### config.mk
export PLATFORM = sky130hd
export DESIGN_NAME = bus_arbiter_flat
export DESIGN_NICKNAME = d
export VERILOG_FILES = /design/src/rtl/bus_arbiter_if.sv /design/src/rtl/bus_arbiter.sv /design/src/flat_wrapper.sv
export SDC_FILE = /design/constraint.sdc
export NUM_CORES = 1
export LEC_CHECK = 0
export CORE_AREA = 4 4 120 122
export DETAILED_ROUTE_END_ITERATION = 10
export DIE_AREA = 0 0 124 126
export PLACE_DENSITY_LB_ADDON = 0.25
export SLEW_MARGIN = 20
export SYNTH_ARGS = -nofsm -noshare
export SYNTH_HDL_FRONTEND = slang
export SYNTH_SLANG_ARGS = --single-unit
### constraint.sdc
create_clock -name clk -period 1.95 [get_ports clk]
set_input_delay 0.195 -clock clk [delete_from_list [all_inputs] [get_ports clk]]
set_output_delay 0.195 -clock clk [all_outputs]
set_load 0.02 [all_outputs]
### src/rtl/bus_arbiter_if.sv
// Request/response bundle between the two bus masters, the arbiter and the memory port.
// The master modport is the requester/memory side; the slave modport is the arbiter's view.
interface bus_arbiter_if #(
  parameter int ADDR_W = 32,
  parameter int DATA_W = 32
);
  logic                  m0_req;
  logic [ADDR_W-1:0]     m0_addr;
  logic                  m0_we;
  logic [DATA_W/8-1:0]   m0_be;
  logic [DATA_W-1:0]     m0_wdata;
  logic                  m0_ack;
  logic                  m0_err;
  logic [DATA_W-1:0]     m0_rdata;

  logic                  m1_req;
  logic [ADDR_W-1:0]     m1_addr;
  logic                  m1_we;
  logic [DATA_W/8-1:0]   m1_be;
  logic [DATA_W-1:0]     m1_wdata;
  logic                  m1_ack;
  logic                  m1_err;
  logic [DATA_W-1:0]     m1_rdata;

  logic                  mem_req;
  logic [ADDR_W-1:0]     mem_addr;
  logic                  mem_we;
  logic [DATA_W/8-1:0]   mem_be;
  logic [DATA_W-1:0]     mem_wdata;
  logic                  mem_ack;
  logic [DATA_W-1:0]     mem_rdata;

  logic                  owner;
  logic                  busy;

  modport master (
    output m0_req, m0_addr, m0_we, m0_be, m0_wdata,
    input  m0_ack, m0_err, m0_rdata,
    output m1_req, m1_addr, m1_we, m1_be, m1_wdata,
    input  m1_ack, m1_err, m1_rdata,
    input  mem_req, mem_addr, mem_we, mem_be, mem_wdata,
    output mem_ack, mem_rdata,
    input  owner, busy
  );

  modport slave (
    input  m0_req, m0_addr, m0_we, m0_be, m0_wdata,
    output m0_ack, m0_err, m0_rdata,
    input  m1_req, m1_addr, m1_we, m1_be, m1_wdata,
    output m1_ack, m1_err, m1_rdata,
    output mem_req, mem_addr, mem_we, mem_be, mem_wdata,
    input  mem_ack, mem_rdata,
    output owner, busy
  );
endinterface

### src/rtl/bus_arbiter.sv
// Two-master round-robin arbiter for the shared memory port with a hung-transaction timeout.
// One transaction in flight at a time; the completion is routed back to the owning master.
module bus_arbiter #(
  parameter int ADDR_W  = 32,
  parameter int DATA_W  = 32,
  parameter int TIMEOUT = 255,
  parameter int CNT_W   = 8
) (
  input  logic         clk,
  input  logic         rst,
  bus_arbiter_if.slave io_bus
);
  localparam int               BE_W       = DATA_W / 8;
  localparam logic [CNT_W-1:0] LP_TIMEOUT = CNT_W'(TIMEOUT);
  localparam logic [CNT_W-1:0] LP_CNT_MAX = {CNT_W{1'b1}};
  localparam logic             LP_TO_EN   = (TIMEOUT != 0);

  typedef enum logic {
    ST_IDLE = 1'b0,
    ST_BUSY = 1'b1
  } state_t;

  state_t              r_state;
  state_t              w_state_nxt;
  logic                r_last_served;
  logic                r_owner;
  logic                r_busy;
  logic                r_mem_req;
  logic [ADDR_W-1:0]   r_mem_addr;
  logic                r_mem_we;
  logic [BE_W-1:0]     r_mem_be;
  logic [DATA_W-1:0]   r_mem_wdata;
  logic [CNT_W-1:0]    r_cnt;

  logic                w_grant_vld;
  logic                w_grant_sel;
  logic [ADDR_W-1:0]   w_sel_addr;
  logic                w_sel_we;
  logic [BE_W-1:0]     w_sel_be;
  logic [DATA_W-1:0]   w_sel_wdata;
  logic                w_timeout;
  logic                w_done;
  logic                w_m0_ack;
  logic                w_m0_err;
  logic [DATA_W-1:0]   w_m0_rdata;
  logic                w_m1_ack;
  logic                w_m1_err;
  logic [DATA_W-1:0]   w_m1_rdata;

  // Winner selection: a lone requester wins, contention goes to the master not served last
  always_comb begin
    w_grant_vld = io_bus.m0_req | io_bus.m1_req;
    if (io_bus.m0_req && io_bus.m1_req) begin
      w_grant_sel = ~r_last_served;
    end else if (io_bus.m1_req) begin
      w_grant_sel = 1'b1;
    end else begin
      w_grant_sel = 1'b0;
    end
  end

  // Command mux of the winning master
  always_comb begin
    if (w_grant_sel) begin
      w_sel_addr  = io_bus.m1_addr;
      w_sel_we    = io_bus.m1_we;
      w_sel_be    = io_bus.m1_be;
      w_sel_wdata = io_bus.m1_wdata;
    end else begin
      w_sel_addr  = io_bus.m0_addr;
      w_sel_we    = io_bus.m0_we;
      w_sel_be    = io_bus.m0_be;
      w_sel_wdata = io_bus.m0_wdata;
    end
  end

  // A real mem_ack always beats an abort landing in the same cycle
  assign w_timeout = LP_TO_EN && (r_cnt == LP_TIMEOUT) && !io_bus.mem_ack;
  assign w_done    = (r_state == ST_BUSY) && (io_bus.mem_ack || w_timeout);

  // State register
  always_ff @(posedge clk or negedge rst) begin
    if (!rst) begin
      r_state <= ST_IDLE;
    end else begin
      r_state <= w_state_nxt;
    end
  end

  // Next-state logic
  always_comb begin
    w_state_nxt = r_state;
    case (r_state)
      ST_IDLE: begin
        if (w_grant_vld) begin
          w_state_nxt = ST_BUSY;
        end else begin
          w_state_nxt = ST_IDLE;
        end
      end
      ST_BUSY: begin
        if (w_done) begin
          w_state_nxt = ST_IDLE;
        end else begin
          w_state_nxt = ST_BUSY;
        end
      end
      default: w_state_nxt = ST_IDLE;
    endcase
  end

  // Command capture, ownership, round-robin history and the hang counter
  always_ff @(posedge clk or negedge rst) begin
    if (!rst) begin
      r_last_served <= 1'b1;
      r_owner       <= 1'b0;
      r_busy        <= 1'b0;
      r_mem_req     <= 1'b0;
      r_mem_addr    <= {ADDR_W{1'b0}};
      r_mem_we      <= 1'b0;
      r_mem_be      <= {BE_W{1'b0}};
      r_mem_wdata   <= {DATA_W{1'b0}};
      r_cnt         <= {CNT_W{1'b0}};
    end else begin
      case (r_state)
        ST_IDLE: begin
          if (w_grant_vld) begin
            r_mem_addr  <= w_sel_addr;
            r_mem_we    <= w_sel_we;
            r_mem_be    <= w_sel_be;
            r_mem_wdata <= w_sel_wdata;
            r_mem_req   <= 1'b1;
            r_busy      <= 1'b1;
            r_owner     <= w_grant_sel;
            r_cnt       <= {CNT_W{1'b0}};
          end
        end
        ST_BUSY: begin
          if (w_done) begin
            r_mem_req     <= 1'b0;
            r_busy        <= 1'b0;
            r_last_served <= r_owner;
          end else if (r_cnt != LP_CNT_MAX) begin
            r_cnt <= r_cnt + CNT_W'(1'b1);
          end
        end
        default: begin
          r_mem_req <= 1'b0;
          r_busy    <= 1'b0;
        end
      endcase
    end
  end

  // Completion routing: only the owner sees ack/err/rdata, everything else reads zero
  always_comb begin
    w_m0_ack   = 1'b0;
    w_m0_err   = 1'b0;
    w_m0_rdata = {DATA_W{1'b0}};
    w_m1_ack   = 1'b0;
    w_m1_err   = 1'b0;
    w_m1_rdata = {DATA_W{1'b0}};
    if (w_done) begin
      if (r_owner) begin
        w_m1_ack   = 1'b1;
        w_m1_err   = w_timeout;
        w_m1_rdata = w_timeout ? {DATA_W{1'b0}} : io_bus.mem_rdata;
      end else begin
        w_m0_ack   = 1'b1;
        w_m0_err   = w_timeout;
        w_m0_rdata = w_timeout ? {DATA_W{1'b0}} : io_bus.mem_rdata;
      end
    end else begin
      w_m0_ack = 1'b0;
      w_m1_ack = 1'b0;
    end
  end

  assign io_bus.m0_ack    = w_m0_ack;
  assign io_bus.m0_err    = w_m0_err;
  assign io_bus.m0_rdata  = w_m0_rdata;
  assign io_bus.m1_ack    = w_m1_ack;
  assign io_bus.m1_err    = w_m1_err;
  assign io_bus.m1_rdata  = w_m1_rdata;
  assign io_bus.mem_req   = r_mem_req;
  assign io_bus.mem_addr  = r_mem_addr;
  assign io_bus.mem_we    = r_mem_we;
  assign io_bus.mem_be    = r_mem_be;
  assign io_bus.mem_wdata = r_mem_wdata;
  assign io_bus.owner     = r_owner;
  assign io_bus.busy      = r_busy;
endmodule

### src/flat_wrapper.sv
// flat-port wrapper written by rule: the top's interface ports become plain ports
module bus_arbiter_flat 
#(
  parameter int ADDR_W  = 32,
  parameter int DATA_W  = 32,
  parameter int TIMEOUT = 255,
  parameter int CNT_W   = 8
)
  (clk, rst, io_bus_m0_req, io_bus_m0_addr, io_bus_m0_we, io_bus_m0_be, io_bus_m0_wdata, io_bus_m0_ack, io_bus_m0_err, io_bus_m0_rdata, io_bus_m1_req, io_bus_m1_addr, io_bus_m1_we, io_bus_m1_be, io_bus_m1_wdata, io_bus_m1_ack, io_bus_m1_err, io_bus_m1_rdata, io_bus_mem_req, io_bus_mem_addr, io_bus_mem_we, io_bus_mem_be, io_bus_mem_wdata, io_bus_mem_ack, io_bus_mem_rdata, io_bus_owner, io_bus_busy);
  bus_arbiter_if #(.ADDR_W(ADDR_W), .DATA_W(DATA_W)) io_bus_i ();
  input  logic clk;
  input  logic rst;
  input wire logic [$bits(io_bus_i.m0_req)-1:0] io_bus_m0_req;
  input wire logic [$bits(io_bus_i.m0_addr)-1:0] io_bus_m0_addr;
  input wire logic [$bits(io_bus_i.m0_we)-1:0] io_bus_m0_we;
  input wire logic [$bits(io_bus_i.m0_be)-1:0] io_bus_m0_be;
  input wire logic [$bits(io_bus_i.m0_wdata)-1:0] io_bus_m0_wdata;
  output wire logic [$bits(io_bus_i.m0_ack)-1:0] io_bus_m0_ack;
  output wire logic [$bits(io_bus_i.m0_err)-1:0] io_bus_m0_err;
  output wire logic [$bits(io_bus_i.m0_rdata)-1:0] io_bus_m0_rdata;
  input wire logic [$bits(io_bus_i.m1_req)-1:0] io_bus_m1_req;
  input wire logic [$bits(io_bus_i.m1_addr)-1:0] io_bus_m1_addr;
  input wire logic [$bits(io_bus_i.m1_we)-1:0] io_bus_m1_we;
  input wire logic [$bits(io_bus_i.m1_be)-1:0] io_bus_m1_be;
  input wire logic [$bits(io_bus_i.m1_wdata)-1:0] io_bus_m1_wdata;
  output wire logic [$bits(io_bus_i.m1_ack)-1:0] io_bus_m1_ack;
  output wire logic [$bits(io_bus_i.m1_err)-1:0] io_bus_m1_err;
  output wire logic [$bits(io_bus_i.m1_rdata)-1:0] io_bus_m1_rdata;
  output wire logic [$bits(io_bus_i.mem_req)-1:0] io_bus_mem_req;
  output wire logic [$bits(io_bus_i.mem_addr)-1:0] io_bus_mem_addr;
  output wire logic [$bits(io_bus_i.mem_we)-1:0] io_bus_mem_we;
  output wire logic [$bits(io_bus_i.mem_be)-1:0] io_bus_mem_be;
  output wire logic [$bits(io_bus_i.mem_wdata)-1:0] io_bus_mem_wdata;
  input wire logic [$bits(io_bus_i.mem_ack)-1:0] io_bus_mem_ack;
  input wire logic [$bits(io_bus_i.mem_rdata)-1:0] io_bus_mem_rdata;
  output wire logic [$bits(io_bus_i.owner)-1:0] io_bus_owner;
  output wire logic [$bits(io_bus_i.busy)-1:0] io_bus_busy;
  assign io_bus_i.m0_req = io_bus_m0_req;
  assign io_bus_i.m0_addr = io_bus_m0_addr;
  assign io_bus_i.m0_we = io_bus_m0_we;
  assign io_bus_i.m0_be = io_bus_m0_be;
  assign io_bus_i.m0_wdata = io_bus_m0_wdata;
  assign io_bus_m0_ack = io_bus_i.m0_ack;
  assign io_bus_m0_err = io_bus_i.m0_err;
  assign io_bus_m0_rdata = io_bus_i.m0_rdata;
  assign io_bus_i.m1_req = io_bus_m1_req;
  assign io_bus_i.m1_addr = io_bus_m1_addr;
  assign io_bus_i.m1_we = io_bus_m1_we;
  assign io_bus_i.m1_be = io_bus_m1_be;
  assign io_bus_i.m1_wdata = io_bus_m1_wdata;
  assign io_bus_m1_ack = io_bus_i.m1_ack;
  assign io_bus_m1_err = io_bus_i.m1_err;
  assign io_bus_m1_rdata = io_bus_i.m1_rdata;
  assign io_bus_mem_req = io_bus_i.mem_req;
  assign io_bus_mem_addr = io_bus_i.mem_addr;
  assign io_bus_mem_we = io_bus_i.mem_we;
  assign io_bus_mem_be = io_bus_i.mem_be;
  assign io_bus_mem_wdata = io_bus_i.mem_wdata;
  assign io_bus_i.mem_ack = io_bus_mem_ack;
  assign io_bus_i.mem_rdata = io_bus_mem_rdata;
  assign io_bus_owner = io_bus_i.owner;
  assign io_bus_busy = io_bus_i.busy;
  bus_arbiter #(.ADDR_W(ADDR_W), .DATA_W(DATA_W), .TIMEOUT(TIMEOUT), .CNT_W(CNT_W)) u_core (.clk(clk), .rst(rst), .io_bus(io_bus_i));
endmodule
==> flow_summary.json <==
{
  "cts.sinks": 81,
  "gr-total-overflow": 0,
  "place_congestion": 0.790,
  "r2r-end": "u_core.r_cnt[2]",
  "cp-end-kind": "output pin",
  "netlist_area_sq_um": 4190,
  "ff2ff_setup_slack_ps": 350,
  "synthFlopType": "dfrtp_1",
  "p_total_w": 0.00863,
  "vdd_drop_max_uv": 495,
  "warning_count": 26,
  "hold_viol_final": 0,
  "crit_buf_inv": 3,
  "clk_latency_ps": 340,
  "lay_top_count": "clkdlybuf4s50_1",
  "final_max_slew_viol_count": 0,
  "slew_headroom_pct": 70.2,
  "numCtsBuffers": 9,
  "maxCapViolCount": 0,
  "synth_area_per_cell_sq_um": 8.83,
  "worst_path_largest_cell_delay_ps": 420,
  "drc": 0,
  "top_area_cell": "dfrtp_1",
  "drt_iter0_markers": 210,
  "finalNetCount": 966,
  "topCellsByArea": "dfrtp_1 48%, mux2i_1 16%, nand2_1 9.6%",
  "synth_nets": 650,
  "grt_pass1_wl_um": 23100,
  "rsz0062_at_grt": "false",
  "status": "complete, no violations",
  "yosys_warnings": 0,
  "ys_ff": 81,
  "clkPwrFrac_pct": 18.3,
  "ant_nets": 0
}
==> power groups by stage <==
stage	combinational [W]	sequential, W	clock, W
3_5_place_dp	0.00452	0.00272	0
2_1_floorplan	0.00140	0.00341	0
6_report	0.00436	0.00269	0.00158
5_1_grt	0.00468	0.00278	0.00172
4_1_cts	0.00443	0.00270	0.00164
3_3_place_gp	0.00445	0.00268	0
==> final cells by class <==
cell class / count / area (sq um)
Timing Repair Buffer: 341 / 3290
Clock inverter: 3 / 25.0
Sequential cell: 81 / 2030
Tap cell: 176 / 220
Multi-Input combinational cell: 355 / 1990
Clock buffer: 12 / 256
Inverter: 2 / 7.51
Fill cell: 1182 / 5370
==> cells by family after synthesis <==
family	share of synthesized area [%]
AND/OR/NAND/NOR	19.0
AND-OR/OR-AND	10.9
flip-flops	48.4
multiplexers	16.8
buffers and inverters	4.54
adder cells (fa/ha/maj)	0.299
==> flip-flops by register name, summed over array words and instances, names as in the netlist <==
signal                   flops
u_core.io_bus.busy           1
u_core.r_last_served         1
u_core.io_bus.owner          1
u_core.r_state               1
u_core.io_bus.mem_addr      32
u_core.io_bus.mem_wdata     32
u_core.io_bus.mem_we         1
u_core.io_bus.mem_be         4
u_core.r_cnt                 8
==> worst max path at each step <==
stage | from | end | slack (ps)
finish | u_core.io_bus.owner | io_bus_m0_rdata[0] | 100
global route | u_core.io_bus.owner | io_bus_m0_rdata[26] | 0.02
CTS | u_core.r_cnt[0] | io_bus_m0_ack | 10
detailed placement | io_bus_mem_ack | io_bus_m1_rdata[30] | -160
global placement | io_bus_mem_ack | io_bus_m0_rdata[29] | -120
floorplan | u_core.r_cnt[0] | io_bus_m0_err | 320
==> metal layers <==
metal  track usage [%]  up-vias  share of wire [%]
li1                  -     2220                  -
met1              20.0     1992                 36
met2              35.1      169                 54
met3              5.16       34                7.4
met4              8.05        0                3.0
met5                 0        -                  0
==> stage by stage <==
step	worst slack, ps	cells	instance area, sq um	TNS (ps)
after global routing	0.0233	970	7820	0
after floorplan	317	474	4190	0
after CTS	13.2	970	7860	0
after detailed placement	-156	954	7650	-5250
after global placement	-124	954	7650	-4250
final	101	970	7820	0
==> worst reg2reg max path, cell delays in order, from the launching register on <==
cell	delay [ps]
dfrtp_1	370
ha_1	180
nand3_1	160
buf_4	190
o21ai_2	310
nand2_4	130
a31oi_1	190
==> synth_stat cells, types with 2 or more instances <==
master	instances
buf_4	9
buf_1	4
a31oi_1	4
nand2b_1	2
mux2i_1	69
a21oi_1	3
dfrtp_1	80
a21boi_0	2
and3_1	2
o21a_1	2
o21ai_0	69
o21ai_1	2
nor2_1	70
inv_1	2
nor4_1	2
nand3_1	9
nand2_1	107
buf_2	11
clkbuf_1	12
==> what timing repair did <==
action	4_1_cts	5_1_grt
endpoints found under the hold margin	32	0
resized	70	35
setup endpoints to repair	68	20
hold buffers	1	0
==> images/port_trees.png <==
Scale: 4 px per um.
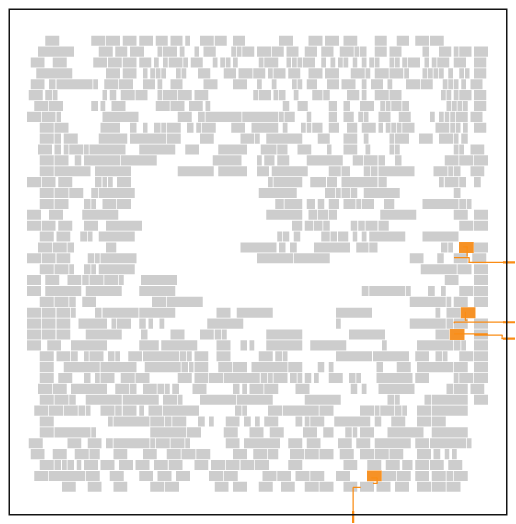
Key: `io_bus_m1_be` = orange [bits 4, direction input, edge 3 east, 1 south, end cells 4, buffers 4, wire 61.0 um]
top-level port count: 315
port bufs: 314

==> images/placed.png <==
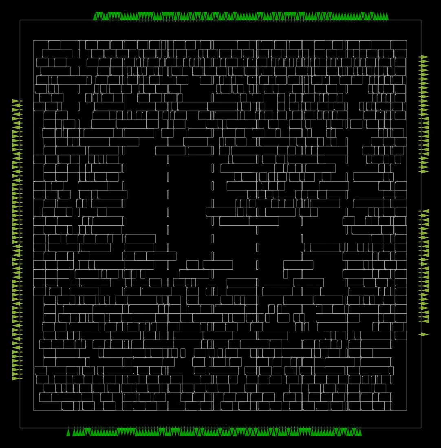
fillers: 1182
Core Util, Final: 59.3%

==> images/layers.png <==
Scale: 3 px per um. Two of the layers only.
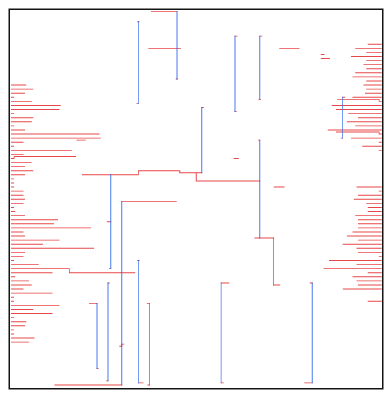
Key: M3 = red [wire length 1130 um]; M4 = blue [wire length 461 um]
routed via count: 4415
GRT Total Usage: 19.1%
wire per inst: 15.7 um
routed wire length: 15200 um

==> images/route_heat.png <==
Scale: 3 px per um. 25 x 25 tiles, from dark blue (low) to red (high), scaled to the fullest tile. Values are wire area over tile area, all layers added.
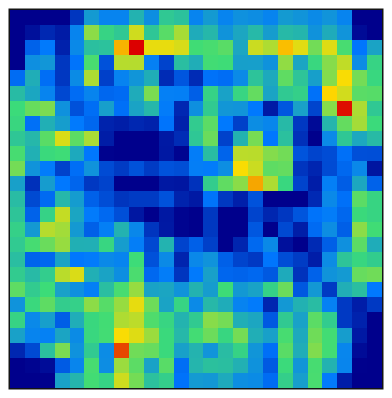
The fullest tile reaches 0.49. 7.8% of the tiles are nearly empty. 21% of the tiles are over half the peak. The mean over all tiles is 0.16. The emptiest ninth of the die: centre.

==> images/ff_map.png <==
Scale: 4 px per um. Other sequential cells in the stronger grey, the rest of the logic in the fainter grey.
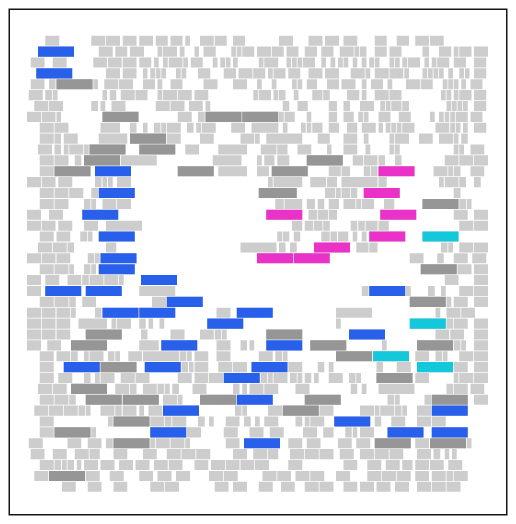
Key: `u_core.r_cnt` = magenta [sequential cells 8]; `u_core.io_bus.mem_be` = cyan [sequential cells 4]; `u_core.io_bus.mem_wdata` = blue [sequential cells 32]
Another 37 sequential cells are not coloured.
flip-flop and latch area: 2030 sq um
flop share of the area: 25.9%
Seq. pwr: 0.00269 W

No activity file was given, so power comes from the tool's default toggle rates.
